Run 1, met2 routing:
Cells faint in the background.
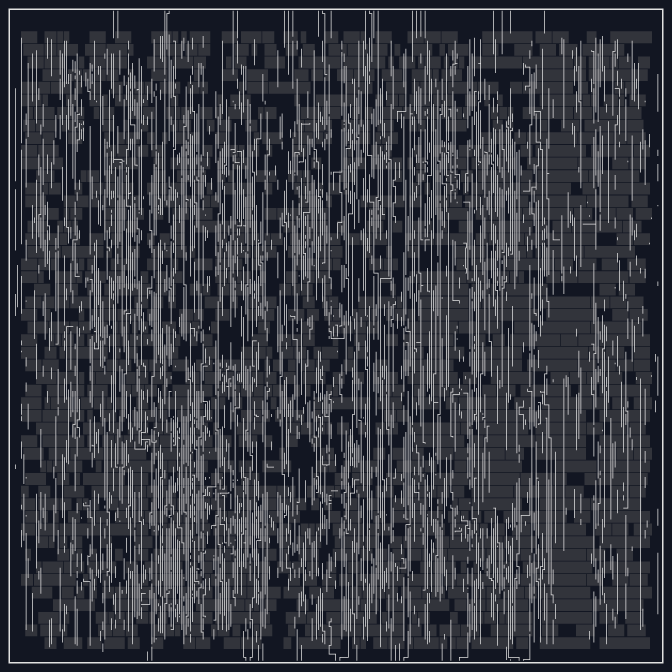
Run 1, logic cells by family:
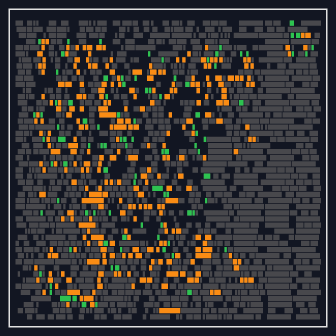
Run 1, placement view:
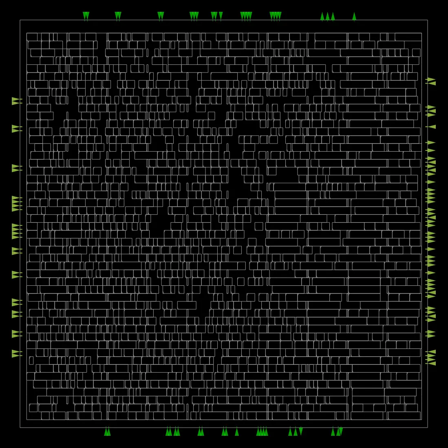
Run 1, clock network drawn from the DEF:
Scale bar: 50 um.
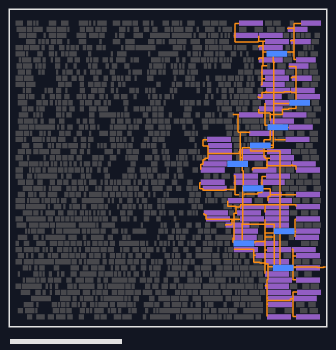
===== src/rtl/alu_resp_unit_pkg.sv =====
// Shared ALU defines: function encoding, response metadata and FIFO occupancy helpers.
package alu_resp_unit_pkg;

    localparam int unsigned ALU_FUNCT_WIDTH = 3;
    localparam int unsigned ALU_FUNCT_COUNT = 6;
    localparam int unsigned TAG_WIDTH       = 4;

    localparam logic [ALU_FUNCT_WIDTH-1:0] ALU_FUNCT_AND = 3'd0;
    localparam logic [ALU_FUNCT_WIDTH-1:0] ALU_FUNCT_OR  = 3'd1;
    localparam logic [ALU_FUNCT_WIDTH-1:0] ALU_FUNCT_XOR = 3'd2;
    localparam logic [ALU_FUNCT_WIDTH-1:0] ALU_FUNCT_NOR = 3'd3;
    localparam logic [ALU_FUNCT_WIDTH-1:0] ALU_FUNCT_ADD = 3'd4;
    localparam logic [ALU_FUNCT_WIDTH-1:0] ALU_FUNCT_SUB = 3'd5;

    typedef enum logic [1:0] {
        OCC_EMPTY = 2'd0,
        OCC_ONE   = 2'd1,
        OCC_FULL  = 2'd2
    } occ_state_e;

    typedef struct packed {
        logic [TAG_WIDTH-1:0] tag;
        logic                 equal;
        logic                 zero;
        logic                 overflow;
        logic                 err;
    } rsp_meta_t;

    function automatic logic funct_defined(input logic [ALU_FUNCT_WIDTH-1:0] f);
        return 32'(f) < ALU_FUNCT_COUNT;
    endfunction

    // Two-entry occupancy transition; simultaneous push and pop in ONE stays ONE.
    function automatic occ_state_e occ_next(input occ_state_e s, input logic push, input logic pop);
        occ_state_e n;
        n = s;
        case (s)
            OCC_EMPTY: if (push) n = OCC_ONE;
            OCC_ONE: begin
                if (push && !pop)      n = OCC_FULL;
                else if (pop && !push) n = OCC_EMPTY;
            end
            OCC_FULL:  if (pop) n = OCC_ONE;
            default:   n = OCC_EMPTY;
        endcase
        return n;
    endfunction

endpackage


===== src/rtl/alu_resp_unit_alu.sv =====
// Combinational ALU (module alu): logic ops, add/sub with signed overflow, undefined-code error.
module alu
    import alu_resp_unit_pkg::*;
#(
    parameter int unsigned N = 32
) (
    input  logic [N-1:0]               x,
    input  logic [N-1:0]               y,
    input  logic [ALU_FUNCT_WIDTH-1:0] funct,
    output logic [N-1:0]               z,
    output logic                       equal,
    output logic                       zero,
    output logic                       overflow,
    output logic                       err
);

    logic [N-1:0] sum;
    logic [N-1:0] diff;

    assign sum  = x + y;
    assign diff = x - y;

    always_comb begin
        z        = '0;
        overflow = 1'b0;
        err      = !funct_defined(funct);
        case (funct)
            ALU_FUNCT_AND: z = x & y;
            ALU_FUNCT_OR:  z = x | y;
            ALU_FUNCT_XOR: z = x ^ y;
            ALU_FUNCT_NOR: z = ~(x | y);
            ALU_FUNCT_ADD: begin
                z        = sum;
                overflow = (x[N-1] == y[N-1]) && (sum[N-1] != x[N-1]);
            end
            ALU_FUNCT_SUB: begin
                z        = diff;
                overflow = (x[N-1] != y[N-1]) && (diff[N-1] != x[N-1]);
            end
            default: z = '0;
        endcase
        // Flags are suppressed entirely for an undefined code.
        equal = !err && (x == y);
        zero  = !err && (z == '0);
    end

endmodule


===== src/rtl/alu_resp_unit.sv =====
// ALU request/response wrapper with a 2-entry in-order response FIFO.
// Optional statistics counters enabled by defining ALU_RESP_STATS_EN.
module alu_resp_unit
    import alu_resp_unit_pkg::*;
#(
    parameter int unsigned N = 32
) (
    input  logic                       clk,
    input  logic                       rst_n,
`ifdef ALU_RESP_STATS_EN
    output logic [15:0]                stat_ops,
    output logic [7:0]                 stat_errs,
`endif
    input  logic                       req_valid,
    output logic                       req_ready,
    input  logic [N-1:0]               req_x,
    input  logic [N-1:0]               req_y,
    input  logic [ALU_FUNCT_WIDTH-1:0] req_funct,
    input  logic [TAG_WIDTH-1:0]       req_tag,
    output logic                       rsp_valid,
    input  logic                       rsp_ready,
    output logic [N-1:0]               rsp_z,
    output logic [TAG_WIDTH-1:0]       rsp_tag,
    output logic                       rsp_equal,
    output logic                       rsp_zero,
    output logic                       rsp_overflow,
    output logic                       rsp_err
);

    logic [N-1:0] alu_z;
    logic         alu_equal;
    logic         alu_zero;
    logic         alu_overflow;
    logic         alu_err;
    rsp_meta_t    alu_meta;

    logic [N-1:0] z_mem    [2];
    rsp_meta_t    meta_mem [2];
    logic         wptr;
    logic         rptr;
    occ_state_e   state;
    occ_state_e   state_next;
    logic         push;
    logic         pop;

    alu #(.N(N)) u_alu (
        .x        (req_x),
        .y        (req_y),
        .funct    (req_funct),
        .z        (alu_z),
        .equal    (alu_equal),
        .zero     (alu_zero),
        .overflow (alu_overflow),
        .err      (alu_err)
    );

    assign alu_meta = '{tag: req_tag, equal: alu_equal, zero: alu_zero,
                        overflow: alu_overflow, err: alu_err};

    assign push       = req_valid && req_ready;
    assign pop        = rsp_valid && rsp_ready;
    assign state_next = occ_next(state, push, pop);

    // Occupancy FSM; handshake outputs are registered copies derived from the next state.
    always_ff @(posedge clk or negedge rst_n) begin
        if (!rst_n) begin
            state     <= OCC_EMPTY;
            wptr      <= 1'b0;
            rptr      <= 1'b0;
            req_ready <= 1'b0;
            rsp_valid <= 1'b0;
        end else begin
            state     <= state_next;
            req_ready <= (state_next != OCC_FULL);
            rsp_valid <= (state_next != OCC_EMPTY);
            if (push) wptr <= ~wptr;
            if (pop)  rptr <= ~rptr;
        end
    end

    // Payload storage needs no reset: validity is carried by the FSM alone.
    always_ff @(posedge clk) begin
        if (push) begin
            z_mem[wptr]    <= alu_z;
            meta_mem[wptr] <= alu_meta;
        end
    end

    assign rsp_z        = z_mem[rptr];
    assign rsp_tag      = meta_mem[rptr].tag;
    assign rsp_equal    = meta_mem[rptr].equal;
    assign rsp_zero     = meta_mem[rptr].zero;
    assign rsp_overflow = meta_mem[rptr].overflow;
    assign rsp_err      = meta_mem[rptr].err;

`ifdef ALU_RESP_STATS_EN
    // Saturating counts of accepted requests and of those that hit an undefined code.
    always_ff @(posedge clk or negedge rst_n) begin
        if (!rst_n) begin
            stat_ops  <= '0;
            stat_errs <= '0;
        end else if (push) begin
            if (stat_ops != 16'hFFFF)           stat_ops  <= stat_ops + 16'd1;
            if (alu_err && stat_errs != 8'hFF) stat_errs <= stat_errs + 8'd1;
        end
    end
`endif

endmodule


===== config.mk =====
export PLATFORM = sky130hd
export DESIGN_NAME = alu_resp_unit
export DESIGN_NICKNAME = d
export VERILOG_FILES = /design/src/rtl/alu_resp_unit_pkg.sv /design/src/rtl/alu_resp_unit_alu.sv /design/src/rtl/alu_resp_unit.sv
export SDC_FILE = /design/constraint.sdc
export NUM_CORES = 1
export LEC_CHECK = 0
export CAP_MARGIN = 20
export CORE_MARGIN = 2
export CORE_UTILIZATION = 47
export DETAILED_ROUTE_END_ITERATION = 8
export PLACE_DENSITY_LB_ADDON = 0.12
export SLEW_MARGIN = 25
export SYNTH_ARGS = -nofsm -noshare
export SYNTH_HDL_FRONTEND = slang
export SYNTH_SLANG_ARGS = --single-unit

===== constraint.sdc =====
create_clock -name clk -period 5.3 [get_ports clk]
set_input_delay 1.59 -clock clk [delete_from_list [all_inputs] [get_ports clk]]
set_output_delay 1.59 -clock clk [all_outputs]
set_load 0.01 [all_outputs]

==> run summary, run 1 <==
Status = finished, violations left
Failing checks = setup timing
Log Warnings = 100
Final setup vio count = 4
Fin nets = 1598
Syn Nets = 1205
Post-route DRC = 0
Layout cells sized above 1 = 36.7%
Finished Cell Area = 0.0135 mm2
Sequential cell area share = 18.9%
Crit end category = flip-flop
Seq cells = 86
Fin crit period = 5.53 ns
Total of max-cap violations = 0
ClkCell Share = 2.09%
First DRT Iteration DRCs = 878
Vert. Die Dim = 141 um
Ys Warns = 0
Area delta synth->final = 53.9%
Io pins = 117
Sequential cell area = 0.00255 mm2
Sequential area share after synthesis = 29.1%
P_int = 2.28 mW
XOR Share, Synth = 3.00%
Fin worst setup slack = -0.232 ns
Worst-path maximum fanout = 3
Initial Util = 48.3%
Peak VDD IR = 0.152 mV
Largest cell class = multi-input combinational cells
Pwr dens = 260 mW/mm2
Min-Delay Path Class = reg -> reg
Slew HR = 37.5%
Simple share = 13.7%
DR WL/cell = 18.4 um
Cycle use final = 104%
Placed inst area = 0.0121 mm2
Largest net degree at the start of global routing = 57
Htree depth = 3
# rows = 49
Main logic family = AND-OR/OR-AND gates
LEAKAGE = 5.96 nW
Vias/cell = 5.71
Max-slew violation count = 0
RSZ-0062 raised after global routing = true
RePlAce Congestion = 0.987
Clk sinks = 86
Gate power share = 54.4%
Hold buffers post-CTS = 0
Least-Margin Pin Slew = 0.938 ns
Port bufs = 116
Sequential share of power = 28.9%
Worst path arrival time = 5.62 ns
Invs w/o clock = 103
Top pwr grp = combinational logic
CP Launch Type = primary input
Post-Synthesis Cells = 1025
Net switching power = 1.22 mW
Non-clock buffers = 442
N_diodes = 0
Vias post-DR = 9426
Final ANT Viol Nets = 0
Buffering overhead = 27.4%
Avg Cell Area, Syn = 8.54 um2
Crit path DRT = 5.38 ns
Switching share of power = 35.0%
Total track usage = 30.0%
Post-detail-place hpwl = 23.1 mm
Vias in the first global route = 9106
Max Clock Freq = 181 MHz
Combinational Power = 1.91 mW
Post-synth tally of flip-flops with integrated enable = 80
TritonCTS buffer count = 9
Main flop type = edfxtp_1
## Picture notes: 'met2 routing'
- main direction: vertical
- longest straight run: 59.5 um
- share of all routed wire: 47%
- wire length on this layer: 14200 um

## Picture notes: 'logic cells by family'
- orange: aoi and oai cells (cells 272)
- green: nand cells (cells 94)
fraction of area in multi-input gates: 46.5%
final std cells w/o fill: 1652
most frequent logic cell in the layout: buf_4

## Picture notes: 'placement view'
Core ar.: 0.0181 mm2
Filler cells: 1384
tap cells: 229

## Picture notes: 'clock network drawn from the DEF'
- blue: clock-net drivers (count 9)
- purple: flip-flops (count 86)
- orange: clock wires (length 879 um)
- routed clock nets: 10
P_clk: 0.585 mW
clk_skew: 0.00407 ns
clk latency late pin: 0.33 ns
Clk pwr share: 16.7%

run 1: final timing paths:
kind / startpoint / endpoint / slack (ns) / cells past startpoint
setup reg to reg: req_ready / z_mem[0][3] / 3.36 / 3
min in group asynchronous: rst_n / rptr / 1.49 / 1
setup / recovery: req_x[0] / z_mem[0][20] / -0.23 / 28
hold reg to reg: state[0] / state[0] / 0.55 / 1
max in group asynchronous: rst_n / req_ready / 3.60 / 1
hold / removal: state[0] / state[0] / 0.55 / 1
run 1: worst max-delay path, cell delays in order:
cell and delay [ns]:
buf_12 0.11, inv_12 0.04, ha_4 0.12, inv_2 0.03
fa_2 0.32, nor2b_4 0.14, o311a_4 0.41, a21oi_4 0.16
buf_6 0.12, a21oi_4 0.06, buf_6 0.12, or2_4 0.24
a32oi_2 0.23, xnor2_1 0.15, o22ai_1 0.13, buf_4 0.15
buf_4 0.12, buf_4 0.12, buf_4 0.12, buf_4 0.12
buf_4 0.12, buf_4 0.12, buf_4 0.12, buf_4 0.12
buf_4 0.12, buf_4 0.12, buf_4 0.12, buf_4 0.14
run 1: state kept, by name (all words and copies together), names as in the netlist:
| register | count |
|---|---|
| z_mem | 64 |
| meta_mem | 16 |
| state | 2 |
| rptr | 1 |
| rsp_valid | 1 |
| req_ready | 1 |
| wptr | 1 |
run 1: per-stage QoR:
stage          TNS, ns  utilization [%]  instances  setup slack, ns
6_report        -0.904             74.3       1652           -0.232
5_1_grt          -1.45             74.3       1652           -0.390
4_1_cts         -0.957             72.7       1642           -0.269
3_5_place_dp     -3.99             66.5       1583            -1.18
3_3_place_gp     -3.47             66.5       1583            -1.03
2_1_floorplan   -0.173                -       1025          -0.0865
run 1: metal layers:
metal | track usage [%] | share of wire, % | up-vias
li1 | - | - | 4527
met1 | 42.0 | 44 | 4439
met2 | 50.2 | 47 | 409
met3 | 2.77 | 7.1 | 51
met4 | 7.37 | 2.0 | 0
met5 | 0 | 0 | -
run 1: what timing repair did:
item                                    CTS  global route
hold endpoints to repair                  0             0
buffers inserted                         43            11
gates resized                           149            67
endpoints found under the setup margin    2            10
pin swaps                                49            20
run 1: cells in the mapped netlist (10+ instances only):
library cell / n / share of area [%]
nor3_1: 17 / 0.97
nor2b_1: 12 / 0.86
a21o_1: 15 / 1.3
o21ai_0: 61 / 3.5
xnor2_1: 26 / 2.6
nand4_1: 10 / 0.71
a31oi_1: 11 / 0.79
nor2_1: 88 / 3.8
mux2i_1: 16 / 1.8
a211oi_1: 19 / 1.6
nand2_1: 62 / 2.7
ha_1: 103 / 15
o22ai_1: 20 / 1.4
o31ai_1: 12 / 1.0
o211ai_1: 13 / 1.1
inv_1: 99 / 4.2
nand3_1: 11 / 0.63
o21a_1: 10 / 0.86
mux2_2: 44 / 5.7
edfxtp_1: 80 / 27
clkbuf_1: 39 / 1.7
nand2b_1: 10 / 0.71
buf_1: 10 / 0.43
a21oi_1: 98 / 5.6
run 1: cell families (layout without fill, tap and decap cells):
family,count (synthesis),after routing
AND-OR/OR-AND,328,328
AND/OR/NAND/NOR,253,253
buffers and inverters,163,561
adder cells (fa/ha/maj),105,105
flip-flops,86,86
multiplexers,60,60
XOR/XNOR,30,30
Run 1, cells coloured by class:
Scale bar: 50 um.
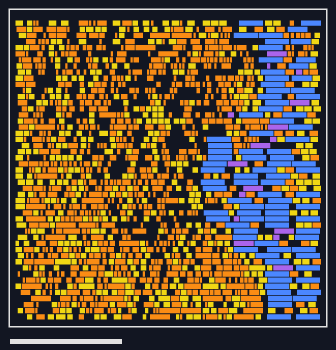

## Run 2: what changed since run 1
- GPL_TIMING_DRIVEN: not set -> 0
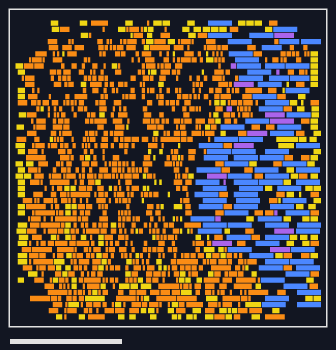
Run 2: cells coloured by class
Scale bar: 50 um.
- yellow: remaining buffers and delay cells (cells 228)
- purple: clock drivers and dummy loads (cells 16)
- orange: remaining logic cells (cells 879)
- blue: registers (cells 86)

==> run summary, run 2 <==
Largest incremental delay on the critical path = 0.54 ns (was 0.41 ns)
Htree depth = 3 (unchanged)
Vias/cell = 6.04 (was 5.71)
Vert. Die Dim = 141 um (unchanged)
Initial Util = 48.3% (unchanged)
Cycle use final = 107% (was 104%)
Total track usage = 28.4% (was 30.0%)
Worst Setup SP = req_x[0] (unchanged)
Crit path max-delay cell type = or4_1 (was o311a_4)
Worst-path maximum fanout = 3 (unchanged)
Hold depth = 1 (unchanged)
Synth area leaders = edfxtp_1, ha_1, mux2_2, a21oi_1, inv_1 (unchanged)
Max-slew violation count = 0 (unchanged)
Clk sinks = 86 (unchanged)
Filler cells = 1591 (was 1384)
# rows = 49 (unchanged)
Regs by FF count = z_mem x64, meta_mem x16, state x2 (unchanged)
CP Launch Type = primary input (unchanged)
R2r endpoint = z_mem[0][6] (was z_mem[0][3])
Top cell area share = 27.4% (unchanged)
Status = finished, violations left (unchanged)
Reg-to-reg slack, setup = 3.58 ns (was 3.36 ns)
Fin nets = 1384 (was 1598)
Switching share of power = 35.3% (was 35.0%)
Io pins = 117 (unchanged)
Clk_skew = 0.00310 ns (was 0.00407 ns)
Fin worst setup slack = -0.368 ns (was -0.232 ns)
Clk latency late pin = 0.33 ns (about the same)
Placed cell count = 1370 (was 1583)
Total of max-cap violations = 0 (unchanged)
Pre-CTS WS = -1.72 ns (was -1.18 ns)
Synth top cells by count = ha_1, inv_1, a21oi_1 (unchanged)
Top cell by count, worst path = or4_1 (was buf_4)
Min-Delay Path Class = reg -> reg (unchanged)
Max Clock Freq = 176 MHz (was 181 MHz)
Fin crit period = 5.67 ns (was 5.53 ns)
Post-synth tally of flip-flops with integrated enable = 80 (unchanged)
Most frequent logic cell in the layout = a21oi_1 (was buf_4)
Final setup vio count = 2 (was 4)
Hold buffers post-CTS = 0 (unchanged)
Syn Nets = 1205 (unchanged)
Post-route DRC = 0 (unchanged)
Crit end category = flip-flop (unchanged)
Avg Cell Area, Syn = 8.54 um2 (unchanged)
Clk pwr share = 18.3% (was 16.7%)
Largest net degree at the start of global routing = 30 (was 57)
N_diodes = 0 (unchanged)
Port bufs = 114 (was 116)
RR Startpoint = req_ready (unchanged)
Worst path arrival time = 5.80 ns (was 5.62 ns)
DR WL/cell = 20.3 um (was 18.4 um)
Pwr dens = 283 mW/mm2 (was 260 mW/mm2)
P_int = 2.15 mW (was 2.28 mW)
Log Warnings = 100 (unchanged)
Crit-path cells = buf_12 -> ha_4 -> inv_1 -> fa_2 -> buf_4 -> nor2b_4 -> o2111ai_4 -> a21o_1 -> and3_4 -> o311a_1 -> a32oi_2 -> xnor2_1 -> o22ai_2 -> or4_1 -> or4_1 -> or4b_4 -> nor4_4
Top-count cell post-synth = ha_1 (unchanged)
Crit path DRT = 5.44 ns (was 5.38 ns)
Net switching power = 1.17 mW (was 1.22 mW)
Max reg flops = 64 (unchanged)
Vias in the first global route = 8067 (was 9106)
First DRT Iteration DRCs = 764 (was 878)
Slew HR = 49.7% (was 37.5%)
Hold EP = wptr (was state[0])
RSZ-0062 raised after global routing = true (unchanged)
Gate power share = 51.5% (was 54.4%)
Post-detail-place hpwl = 21.7 mm (was 23.1 mm)
Sequential area share after synthesis = 29.1% (unchanged)
Peak VDD IR = 0.181 mV (was 0.152 mV)
Reg with most FFs = z_mem (unchanged)
Final ANT Viol Nets = 0 (unchanged)
Core ar. = 0.0181 mm2 (unchanged)
Worst reg-to-reg path cell count = 3 (unchanged)
Main flop type = edfxtp_1 (unchanged)
Ys Warns = 0 (unchanged)
Final std cells w/o fill = 1438 (was 1652)
TritonCTS buffer count = 9 (unchanged)
Failing checks = setup timing (unchanged)
Hold path start = wptr (was state[0])
RePlAce Congestion = 0.969 (was 0.987)
Vias post-DR = 8690 (was 9426)
Area delta synth->final = 33.8% (was 53.9%)
Post-Synthesis Cells = 1025 (unchanged)
Final Hold Fails = 0 (unchanged)
LEAKAGE = 4.81 nW (was 5.96 nW)
Top cell type by total area after synthesis = edfxtp_1 (unchanged)
Grt ovf = 0 (unchanged)
Least-Margin Pin Slew = 0.735 ns (was 0.938 ns)
Layout cells sized above 1 = 22.2% (was 36.7%)
Clock Tree Root = clkbuf_16 (unchanged)
Sequential share of power = 30.3% (was 28.9%)
run 2: cell types whose count changed in the layout (fill, tap and decap cells not counted), sizes merged:
| cell | previous run | this run |
|---|---|---|
| dlymetal6s2s | 5 | 8 |
| dlygate4sd2 | 13 | 12 |
| clkbuf | 15 | 41 |
| bufinv | 0 | 1 |
| inv | 106 | 101 |
| buf | 331 | 89 |
| clkdlybuf4s15 | 1 | 4 |
| clkinvlp | 1 | 4 |
| clkdlybuf4s50 | 86 | 84 |
run 2: worst max-delay path by stage:
stage | end | slack (ns) | cells after the start
after floorplan | meta_mem[0][2] | -0.09 | 15
after global placement | meta_mem[0][2] | -1.61 | 16
after detailed placement | meta_mem[1][2] | -1.72 | 16
after CTS | meta_mem[1][2] | -0.29 | 16
after global routing | meta_mem[1][2] | -0.47 | 17
final | meta_mem[0][2] | -0.37 | 17
run 2: through the flow:
stage | instance area, um2 | utilization (%) | TNS, ns
after floorplan | 8830 | - | -0.173
after global placement | 10300 | 56.5 | -8.11
after detailed placement | 10300 | 56.8 | -7.79
after CTS | 11400 | 62.6 | -0.580
after global routing | 11700 | 64.6 | -1.02
final | 11700 | 64.6 | -0.736
run 2: timing repair:
item,4_1_cts,5_1_grt
setup buffers,39,24
endpoints found under the setup margin,8,6
resized,162,61
pin swaps,42,46
run 2: per-layer routing:
layer  up-vias  GRT usage, %  wire, um
met5         -             0         0
met2       400          45.8     13300
li1       4089             -         -
met4         0          7.00       585
met1      4160          40.6     13200
met3        41          3.79      2120
run 2: critical path, delay by kind of cell:
kind                       cells  cell delay [ns]
AOI/OAI and AO/OA              5             1.10
xor gates and xnor gates       1             0.17
adders and majority gates      2             0.53
buffers and inverters          3             0.31
and+or+nand+nor                6             2.11
run 2: cell families after synthesis:
kind of cell             count (synthesis)  synth area share (%)
AND-OR/OR-AND                          328                  24.2
adder cells (fa/ha/maj)                105                  15.2
flip-flops                              86                  29.1
AND/OR/NAND/NOR                        253                  13.7
buffers and inverters                  163                  7.29
XOR/XNOR                                30                  3.00
multiplexers                            60                  7.49
run 2: area by class of cell:
class	instances	area [um2]	area share [%]
clock inverters	6	62.6	0.534
well taps	229	287	2.45
repair buffers	178	1660	14.1
flip-flops and latches	86	2550	21.8
clock buffers	10	229	1.95
multi-input cells	776	6210	53.0
inverters	103	410	3.50
plain buffers	50	313	2.67
run 2: power groups by stage:
stage	combinational [mW]	sequential [mW]	clock (mW)
floorplan	0.872	1.01	0
global placement	1.48	1.02	0
detailed placement	1.51	1.02	0
CTS	1.64	1.01	0.616
global route	1.82	1.02	0.647
finish	1.71	1.01	0.606
Run 2, placement view:
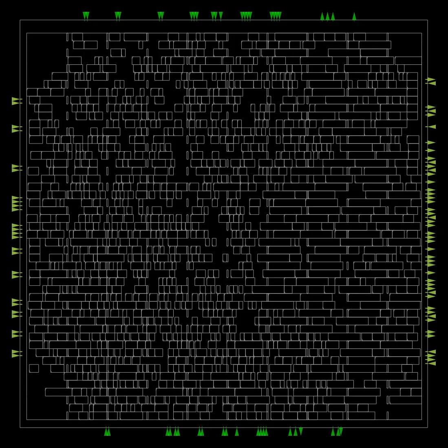

## Run 3: what changed since run 2
- ABC_CLOCK_PERIOD_IN_PS: not set -> 5300
- SKIP_CTS_REPAIR_TIMING: not set -> 1
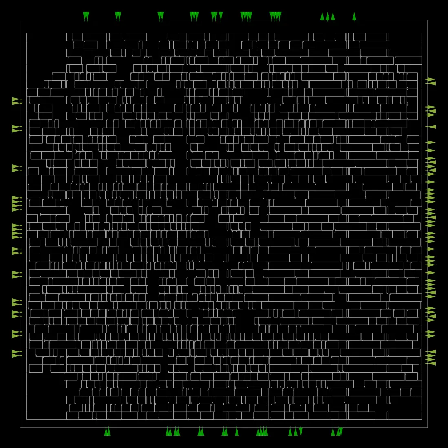
Run 3: placement view
# rows: 49
Final Util: 63.5%

==> run summary, run 3 <==
Top cell area share = 27.4% (unchanged)
Vias in the first global route = 7658 (was 8067)
Log Warnings = 99 (was 100)
Max-slew violation count = 0 (unchanged)
Pre-CTS WS = -1.72 ns (unchanged)
Total track usage = 27.1% (was 28.4%)
CP Launch Type = primary input (unchanged)
Grt ovf = 0 (unchanged)
LEAKAGE = 4.76 nW (was 4.81 nW)
Fin nets = 1358 (was 1384)
Core ar. = 0.0181 mm2 (unchanged)
Post-Synthesis Cells = 1025 (unchanged)
Final ANT Viol Nets = 0 (unchanged)
RePlAce Congestion = 0.969 (unchanged)
Vert. Die Dim = 141 um (unchanged)
Clk_skew = 0.00330 ns (was 0.00310 ns)
Fin worst setup slack = -0.277 ns (was -0.368 ns)
Sequential area share after synthesis = 29.1% (unchanged)
Main flop type = edfxtp_1 (unchanged)
Area delta synth->final = 31.6% (was 33.8%)
First DRT Iteration DRCs = 859 (was 764)
Failing checks = setup timing (unchanged)
Max Clock Freq = 179 MHz (was 176 MHz)
Max reg flops = 64 (unchanged)
Worst path arrival time = 5.71 ns (was 5.80 ns)
Status = finished, violations left (unchanged)
Most frequent logic cell in the layout = a21oi_1 (unchanged)
Crit end category = flip-flop (unchanged)
Regs by FF count = z_mem x64, meta_mem x16, state x2 (unchanged)
Final Hold Fails = 0 (unchanged)
Fin crit period = 5.58 ns (was 5.67 ns)
Post-detail-place hpwl = 21.7 mm (unchanged)
Crit path DRT = 5.44 ns (about the same)
Clock Tree Root = clkbuf_16 (unchanged)
Top cell type by total area after synthesis = edfxtp_1 (unchanged)
Top-count cell post-synth = ha_1 (unchanged)
Reg with most FFs = z_mem (unchanged)
Largest net degree at the start of global routing = 30 (unchanged)
Layout cells sized above 1 = 20.5% (was 22.2%)
Synth area leaders = edfxtp_1, ha_1, mux2_2, a21oi_1, inv_1 (unchanged)
Least-Margin Pin Slew = 0.734 ns (was 0.735 ns)
Vias/cell = 6.10 (was 6.04)
Syn Nets = 1205 (unchanged)
N_diodes = 0 (unchanged)
Pwr dens = 286 mW/mm2 (was 283 mW/mm2)
Worst-path maximum fanout = 3 (unchanged)
Clk sinks = 86 (unchanged)
Avg Cell Area, Syn = 8.54 um2 (unchanged)
Peak VDD IR = 0.181 mV (about the same)
Synth top cells by count = ha_1, inv_1, a21oi_1 (unchanged)
RSZ-0062 raised after global routing = true (unchanged)
Slew HR = 51.0% (was 49.7%)
Vias post-DR = 8617 (was 8690)
Post-synth regs = 86 (unchanged)
Io pins = 117 (unchanged)
Final setup vio count = 2 (unchanged)
DR WL/cell = 20.2 um (was 20.3 um)
Initial Util = 48.3% (unchanged)
Ys Warns = 0 (unchanged)
Total of max-cap violations = 0 (unchanged)
## run 3: area by class of cell
class,count,area (um2)
tap,229,287
clock inverter,6,62.6
fill,1597,6620
timing repair buffer,153,1510
clock buffer,10,229
multi-input combinational,776,6200
sequential,86,2550
buffer,49,267
inverter,103,415
## run 3: report_power, final
part	switching, mW	internal [mW]
clock	0.246	0.363
sequential	0.0497	0.956
combinational	0.870	0.807
## run 3: path summary, 6_finish.rpt
| kind | end | start | depth (start not counted) | slack (ns) |
|---|---|---|---|---|
| setup / recovery | meta_mem[0][2] | req_y[0] | 15 | -0.28 |
| hold / removal | wptr | wptr | 1 | 0.55 |
| setup reg to reg | z_mem[0][6] | req_ready | 3 | 3.58 |
| hold reg to reg | wptr | wptr | 1 | 0.55 |
| max in group asynchronous | rsp_valid | rst_n | 1 | 3.60 |
| min in group asynchronous | rptr | rst_n | 1 | 1.49 |
## run 3: cell families (layout without fill, tap and decap cells)
family | count (synthesis) | after routing | synth area share (%)
muxes | 60 | 60 | 7.49
AOI/OAI and AO/OA | 328 | 328 | 24.2
and+or+nand+nor | 253 | 253 | 13.7
adders and majority gates | 105 | 105 | 15.2
buffers and inverters | 163 | 321 | 7.29
xor gates and xnor gates | 30 | 30 | 3.00
DFF | 86 | 86 | 29.1
## run 3: critical path: stages
cell and delay, ns:
buf_4 0.12, ha_4 0.14, inv_1 0.05, fa_2 0.37, mux2i_1 0.18, xor2_1 0.09
a221o_1 0.36, or4_1 0.41, or3_1 0.33, or4_4 0.50, nor4_4 0.24, nand4b_1 0.14
or4_4 0.43, or4b_4 0.54, nor4_4 0.21
## run 3: metrics by stage
stage	instance area (um2)	setup TNS (ns)	power (mW)	hold slack (ns)	std cells
global route	11500	-0.760	3.46	0.573	1412
floorplan	8830	-0.173	1.88	0.461	1025
finish	11500	-0.553	3.29	0.548	1412
CTS	10600	-4.37	3.15	0.544	1386
detailed placement	10300	-7.79	2.53	0.535	1370
global placement	10300	-8.11	2.50	0.477	1368
## run 3: layer usage
layer  up-vias  GRT usage, %  share of wire (%)
met5         -             0                  0
met4         0          6.00                1.6
met3        36          3.76                7.3
met2       416          43.2                 46
met1      4128          39.5                 45
li1       4037             -                  -
Power and IR drop assume default switching activity.
